`src/rtl/urv_mulh_sequencer_if.sv`:
```
// Handshake bundle between the X stage and the sequential multiply unit.
interface urv_mulh_sequencer_if;
  logic        x_kill_i;
  logic        d_start_i;
  logic [2:0]  d_fun_i;
  logic [31:0] d_rs1_i;
  logic [31:0] d_rs2_i;
  logic        x_stall_req_o;
  logic        x_done_o;
  logic [31:0] x_rd_o;

  modport master (
    output x_kill_i, d_start_i, d_fun_i, d_rs1_i, d_rs2_i,
    input  x_stall_req_o, x_done_o, x_rd_o
  );

  modport slave (
    input  x_kill_i, d_start_i, d_fun_i, d_rs1_i, d_rs2_i,
    output x_stall_req_o, x_done_o, x_rd_o
  );
endinterface

```
`src/rtl/urv_mulh_sequencer.sv`:
```
// Area-reduced uRV multiplier: one registered signed 18x18 multiplier time-shared over
// up to four partial products, summed in a 64-bit accumulator while X is stalled.

module urv_mult18x18 (
  input  logic               clk_i,
  input  logic               rst_i,
  input  logic               stall_i,
  input  logic signed [17:0] x_i,
  input  logic signed [17:0] y_i,
  output logic signed [35:0] xy_o
);
  always_ff @(posedge clk_i) begin
    if (rst_i)         xy_o <= '0;
    else if (!stall_i) xy_o <= x_i * y_i;
  end
endmodule

module urv_mulh_sequencer #(
  parameter bit g_skip_hh_for_mul = 1'b1
) (
  input  logic                 clk_i,
  input  logic                 rst_i,
  urv_mulh_sequencer_if.slave  bus
);
  localparam logic [2:0] FUNC_MUL    = 3'b000;
  localparam logic [2:0] FUNC_MULH   = 3'b001;
  localparam logic [2:0] FUNC_MULHSU = 3'b010;

  typedef enum logic [1:0] {S_IDLE, S_RUN, S_DRAIN, S_DONE} state_t;

  // Operand halves: low halves are 17-bit unsigned, high halves carry the sign.
  typedef struct packed {
    logic [17:0] xl;
    logic [17:0] xh;
    logic [17:0] yl;
    logic [17:0] yh;
  } ops_t;

  state_t      state_q, state_d;
  ops_t        ops_q, ops_d;
  logic [2:0]  fun_q;
  logic [1:0]  cnt_q;
  logic [63:0] acc_q;
  logic [31:0] rd_q;
  logic        vld_q;
  logic [1:0]  k_q;

  logic        accept, load_rd, last_pair;
  logic [1:0]  last_k;
  logic        sx, sy;
  logic [17:0] mx, my;
  logic [35:0] prod;
  logic [63:0] prod_ext, prod_sh, acc_sum;

  assign accept = (state_q == S_IDLE) && bus.d_start_i && !bus.x_kill_i;

  assign sx = bus.d_rs1_i[31] && (bus.d_fun_i == FUNC_MULH || bus.d_fun_i == FUNC_MULHSU);
  assign sy = bus.d_rs2_i[31] && (bus.d_fun_i == FUNC_MULH);

  always_comb begin
    ops_d.xl = {1'b0, bus.d_rs1_i[16:0]};
    ops_d.xh = {{3{sx}}, bus.d_rs1_i[31:17]};
    ops_d.yl = {1'b0, bus.d_rs2_i[16:0]};
    ops_d.yh = {{3{sy}}, bus.d_rs2_i[31:17]};
  end

  // xh*yh only lands at bit 34 and up, so a low-word MUL can stop after three pairs.
  assign last_k    = (g_skip_hh_for_mul && fun_q == FUNC_MUL) ? 2'd2 : 2'd3;
  assign last_pair = (cnt_q == last_k);

  always_comb begin
    mx = ops_q.xl;
    my = ops_q.yl;
    case (cnt_q)
      2'd0: begin mx = ops_q.xl; my = ops_q.yl; end
      2'd1: begin mx = ops_q.xl; my = ops_q.yh; end
      2'd2: begin mx = ops_q.xh; my = ops_q.yl; end
      default: begin mx = ops_q.xh; my = ops_q.yh; end
    endcase
  end

  urv_mult18x18 u_mult (
    .clk_i   (clk_i),
    .rst_i   (rst_i),
    .stall_i (1'b0),
    .x_i     (mx),
    .y_i     (my),
    .xy_o    (prod)
  );

  assign prod_ext = {{28{prod[35]}}, prod};

  always_comb begin
    prod_sh = prod_ext;
    case (k_q)
      2'd0:    prod_sh = prod_ext;
      2'd1,
      2'd2:    prod_sh = prod_ext << 17;
      default: prod_sh = prod_ext << 34;
    endcase
  end

  assign acc_sum = acc_q + (vld_q ? prod_sh : 64'd0);

  always_comb begin
    state_d           = state_q;
    load_rd           = 1'b0;
    bus.x_stall_req_o = 1'b0;
    bus.x_done_o      = 1'b0;
    case (state_q)
      S_IDLE: begin
        bus.x_stall_req_o = accept;
        if (accept) state_d = S_RUN;
      end
      S_RUN: begin
        bus.x_stall_req_o = 1'b1;
        if (bus.x_kill_i)   state_d = S_IDLE;
        else if (last_pair) state_d = S_DRAIN;
      end
      S_DRAIN: begin
        bus.x_stall_req_o = 1'b1;
        if (bus.x_kill_i) state_d = S_IDLE;
        else begin
          state_d = S_DONE;
          load_rd = 1'b1;
        end
      end
      default: begin
        // The instruction retires here; a start seen now belongs to it and is ignored.
        bus.x_done_o = !bus.x_kill_i;
        state_d      = S_IDLE;
      end
    endcase
  end

  always_ff @(posedge clk_i) begin
    if (rst_i) begin
      state_q <= S_IDLE;
      ops_q   <= '0;
      fun_q   <= '0;
      cnt_q   <= '0;
      acc_q   <= '0;
      rd_q    <= '0;
      vld_q   <= 1'b0;
      k_q     <= '0;
    end else begin
      state_q <= state_d;
      vld_q   <= (state_q == S_RUN) && !bus.x_kill_i;
      k_q     <= cnt_q;
      if (accept) begin
        ops_q <= ops_d;
        fun_q <= bus.d_fun_i;
        cnt_q <= '0;
        acc_q <= '0;
      end else if (state_q == S_RUN) begin
        cnt_q <= cnt_q + 2'd1;
        acc_q <= acc_sum;
      end else if (state_q == S_DRAIN) begin
        acc_q <= acc_sum;
      end
      if (load_rd) rd_q <= (fun_q == FUNC_MUL) ? acc_sum[31:0] : acc_sum[63:32];
    end
  end

  assign bus.x_rd_o = rd_q;
endmodule

```
`src/flat_wrapper.sv`:
```
// flat-port wrapper written by rule: the top's interface ports become plain ports
module urv_mulh_sequencer_flat 
#(
  parameter bit g_skip_hh_for_mul = 1'b1
)
  (clk_i, rst_i, bus_x_kill_i, bus_d_start_i, bus_d_fun_i, bus_d_rs1_i, bus_d_rs2_i, bus_x_stall_req_o, bus_x_done_o, bus_x_rd_o);
  urv_mulh_sequencer_if bus_i ();
  input  logic clk_i;
  input  logic rst_i;
  input wire logic [$bits(bus_i.x_kill_i)-1:0] bus_x_kill_i;
  input wire logic [$bits(bus_i.d_start_i)-1:0] bus_d_start_i;
  input wire logic [$bits(bus_i.d_fun_i)-1:0] bus_d_fun_i;
  input wire logic [$bits(bus_i.d_rs1_i)-1:0] bus_d_rs1_i;
  input wire logic [$bits(bus_i.d_rs2_i)-1:0] bus_d_rs2_i;
  output wire logic [$bits(bus_i.x_stall_req_o)-1:0] bus_x_stall_req_o;
  output wire logic [$bits(bus_i.x_done_o)-1:0] bus_x_done_o;
  output wire logic [$bits(bus_i.x_rd_o)-1:0] bus_x_rd_o;
  assign bus_i.x_kill_i = bus_x_kill_i;
  assign bus_i.d_start_i = bus_d_start_i;
  assign bus_i.d_fun_i = bus_d_fun_i;
  assign bus_i.d_rs1_i = bus_d_rs1_i;
  assign bus_i.d_rs2_i = bus_d_rs2_i;
  assign bus_x_stall_req_o = bus_i.x_stall_req_o;
  assign bus_x_done_o = bus_i.x_done_o;
  assign bus_x_rd_o = bus_i.x_rd_o;
  urv_mulh_sequencer #(.g_skip_hh_for_mul(g_skip_hh_for_mul)) u_core (.clk_i(clk_i), .rst_i(rst_i), .bus(bus_i));
endmodule
```
`config.mk`:
```
export PLATFORM = sky130hd
export DESIGN_NAME = urv_mulh_sequencer_flat
export DESIGN_NICKNAME = d
export VERILOG_FILES = /design/src/rtl/urv_mulh_sequencer_if.sv /design/src/rtl/urv_mulh_sequencer.sv /design/src/flat_wrapper.sv
export SDC_FILE = /design/constraint.sdc
export NUM_CORES = 1
export LEC_CHECK = 0
export CAP_MARGIN = 20
export CORE_MARGIN = 8
export CORE_UTILIZATION = 25
export DETAILED_ROUTE_END_ITERATION = 10
export PLACE_DENSITY_LB_ADDON = 0.05
export SYNTH_ARGS = -nofsm -noshare
export SYNTH_HDL_FRONTEND = slang
export SYNTH_SLANG_ARGS = --single-unit
```
`constraint.sdc`:
```
create_clock -name clk_i -period 9.6 [get_ports clk_i]
set_clock_uncertainty 0.15 [all_clocks]
set_input_delay 1.44 -clock clk_i [delete_from_list [all_inputs] [get_ports clk_i]]
set_output_delay 1.44 -clock clk_i [all_outputs]
set_load 0.01 [all_outputs]
```
==> images/ff_map.png <==
The bar under the picture is 100 µm long. Other sequential cells in the stronger grey, the rest of the logic in the fainter grey.
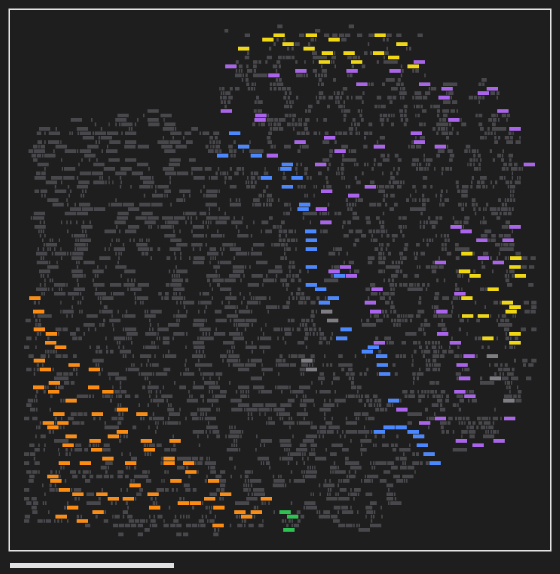
Key: `u_core.acc_q` = purple [flops 64]; `u_core.fun_q` = green [flops 3]; `u_core.ops_q` = orange [flops 66, where south-west]; `u_core.bus.x_rd_o` = yellow [flops 32]; `u_core.u_mult.xy_o` = blue [flops 36]
Another 7 sequential cells are not coloured.
fraction of area in registers: 0.148
post-route core utilization: 0.287
sequential logic power: 0.000982 W
area occupied by registers: 4160 µm²

==> images/route_heat.png <==
The die is cut into 33 by 33 equal tiles; dark blue is low, red is high, scaled to the fullest tile. Values are wire area over tile area, all layers added.
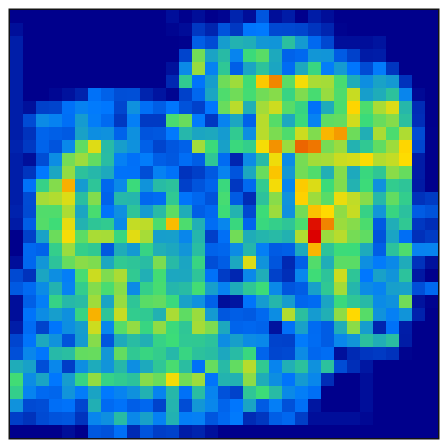
The emptiest ninth of the die: north-west. The fullest tile reaches 0.47. 17% of the tiles are nearly empty. 19% of the tiles are over half the peak.
average wire per cell in the routed design: 22.2 µm
routed vias: 20,600
GRT Util Overall: 0.177
DRT Wirelength: 96,700 µm

==> results.md <==
| Metric | Reported |
| --- | --- |
| Result of the run | finished, final reports clean |
| WP data arrival | 8710 ps |
| Count of flip-flops with a built-in enable after synthesis | 0 |
| Top-area cell type share of the netlist area | 0.269 |
| Power in combinational cells | 0.00108 W |
| Pwr per Cell Area | 112 nW/µm² |
| Port-buffer cells | 104 |
| Switching component of the power | 0.00125 W |
| Share of the clock period used by the worst path | 0.867 |
| Antenna cells | 0 |
| Switching power share of the total | 0.399 |
| Min setup slack post-route | 1270 ps |
| Gate count of the mapped netlist | 2,994 |
| CP most frequent cell | sky130_fd_sc_hd__inv_1 |
| Most frequent logic cell in the layout | sky130_fd_sc_hd__nand2_1 |
| First-pass GRT wire length | 145,000 µm |
| Yosys warning total | 0 |
| Summed standard-cell area reported by yosys | 24,600 µm² |
| Flip-flop cell with the highest count after synthesis | sky130_fd_sc_hd__dfxtp_1 |
| Top logic cells by instance count in the layout | sky130_fd_sc_hd__nand2_1, sky130_fd_sc_hd__inv_1, sky130_fd_sc_hd__nor2_1, sky130_fd_sc_hd__fa_1, sky130_fd_sc_hd__a21oi_1 |
| Biggest consumer | combinational cells |
| Kind of critical path | reg -> reg |
| Syn_area_per_cell | 8.21 µm² |
| Post-detailed-placement half-perimeter wirelength | 78,800 µm |
| Clock net power | 0.00108 W |
| Max Cap Viol | 0 |
| WP data required | 9990 ps |
| Post-synth design cell area | 24,600 µm² |
| Chip Area | 109,000 µm² |
| Horizontal die dimension | 330 µm |
| Clock tree root driver cell | sky130_fd_sc_hd__clkbuf_16 |
| Commonest cells in the netlist | sky130_fd_sc_hd__nand2_1, sky130_fd_sc_hd__inv_1, sky130_fd_sc_hd__nor2_1 |
| Final cell area excluding filler cells | 28,100 µm² |
| Initial detailed-routing violation count | 1,214 |
| Worst slew margin relative to its limit | 0.237 |
| Post-synthesis net count | 3,560 |
| Layout overhead on the synthesized area | 14.3% |
| Part of the power in combinational logic | 0.343 |
| Post-route setup TNS | 0 ps |
| Vertical die dimension | 330 µm |
| Cell type with the largest total area | sky130_fd_sc_hd__fa_1 |
| Yosys Instances | 2,994 |
| Number of hold buffers added after cts | 0 |
| H-tree levels | 1 |
| Maximum single-stage delay on the critical path | 580 ps |
cell type report:
| cell class | instances | area, µm² |
|---|---|---|
| Tap cell | 1287 | 1610 |
| Clock inverter | 11 | 97.6 |
| Inverter | 414 | 1550 |
| Fill cell | 10500 | 69900 |
| Timing Repair Buffer | 154 | 1440 |
| Multi-Input combinational cell | 2233 | 18400 |
| Clock buffer | 43 | 840 |
| Sequential cell | 208 | 4160 |
sequential cells by signal, summed over array words and instances (netlist names):
| name | count |
|---|---|
| u_core.vld_q | 1 |
| u_core.bus.x_rd_o | 32 |
| u_core.cnt_q | 2 |
| u_core.acc_q | 64 |
| u_core.u_mult.xy_o | 36 |
| u_core.ops_q | 66 |
| u_core.k_q | 2 |
| u_core.fun_q | 3 |
| u_core.state_q | 2 |
worst paths after layout:
check,start,end,slack (ps),cells after the start
worst min register to register,u_core.ops_q[11],u_core.ops_q[11],310,2
worst max register to register,u_core.cnt_q[0],u_core.u_mult.xy_o[35],1270,27
worst max-delay path,u_core.cnt_q[0],u_core.u_mult.xy_o[35],1270,27
worst min-delay path,u_core.ops_q[11],u_core.ops_q[11],310,2
layer usage:
layer / wire length (µm) / up-vias / part of all wire / GRT usage
met5: 0 / - / 0 / 0
met4: 3540 / 0 / 0.037 / 0.0568
met3: 3080 / 120 / 0.032 / 0.0209
met2: 45600 / 363 / 0.47 / 0.301
met1: 44400 / 10300 / 0.46 / 0.234
li1: - / 9838 / - / -
kinds of logic after synthesis:
group | count (synthesis) | synth area share
multiplexers | 112 | 0.0471
buffers and inverters | 553 | 0.0850
adder cells (fa/ha/maj) | 495 | 0.353
AND/OR/NAND/NOR | 984 | 0.171
AND-OR/OR-AND | 556 | 0.144
XOR/XNOR | 86 | 0.0306
flip-flops | 208 | 0.169
No activity file was given, so power comes from the tool's default toggle rates.
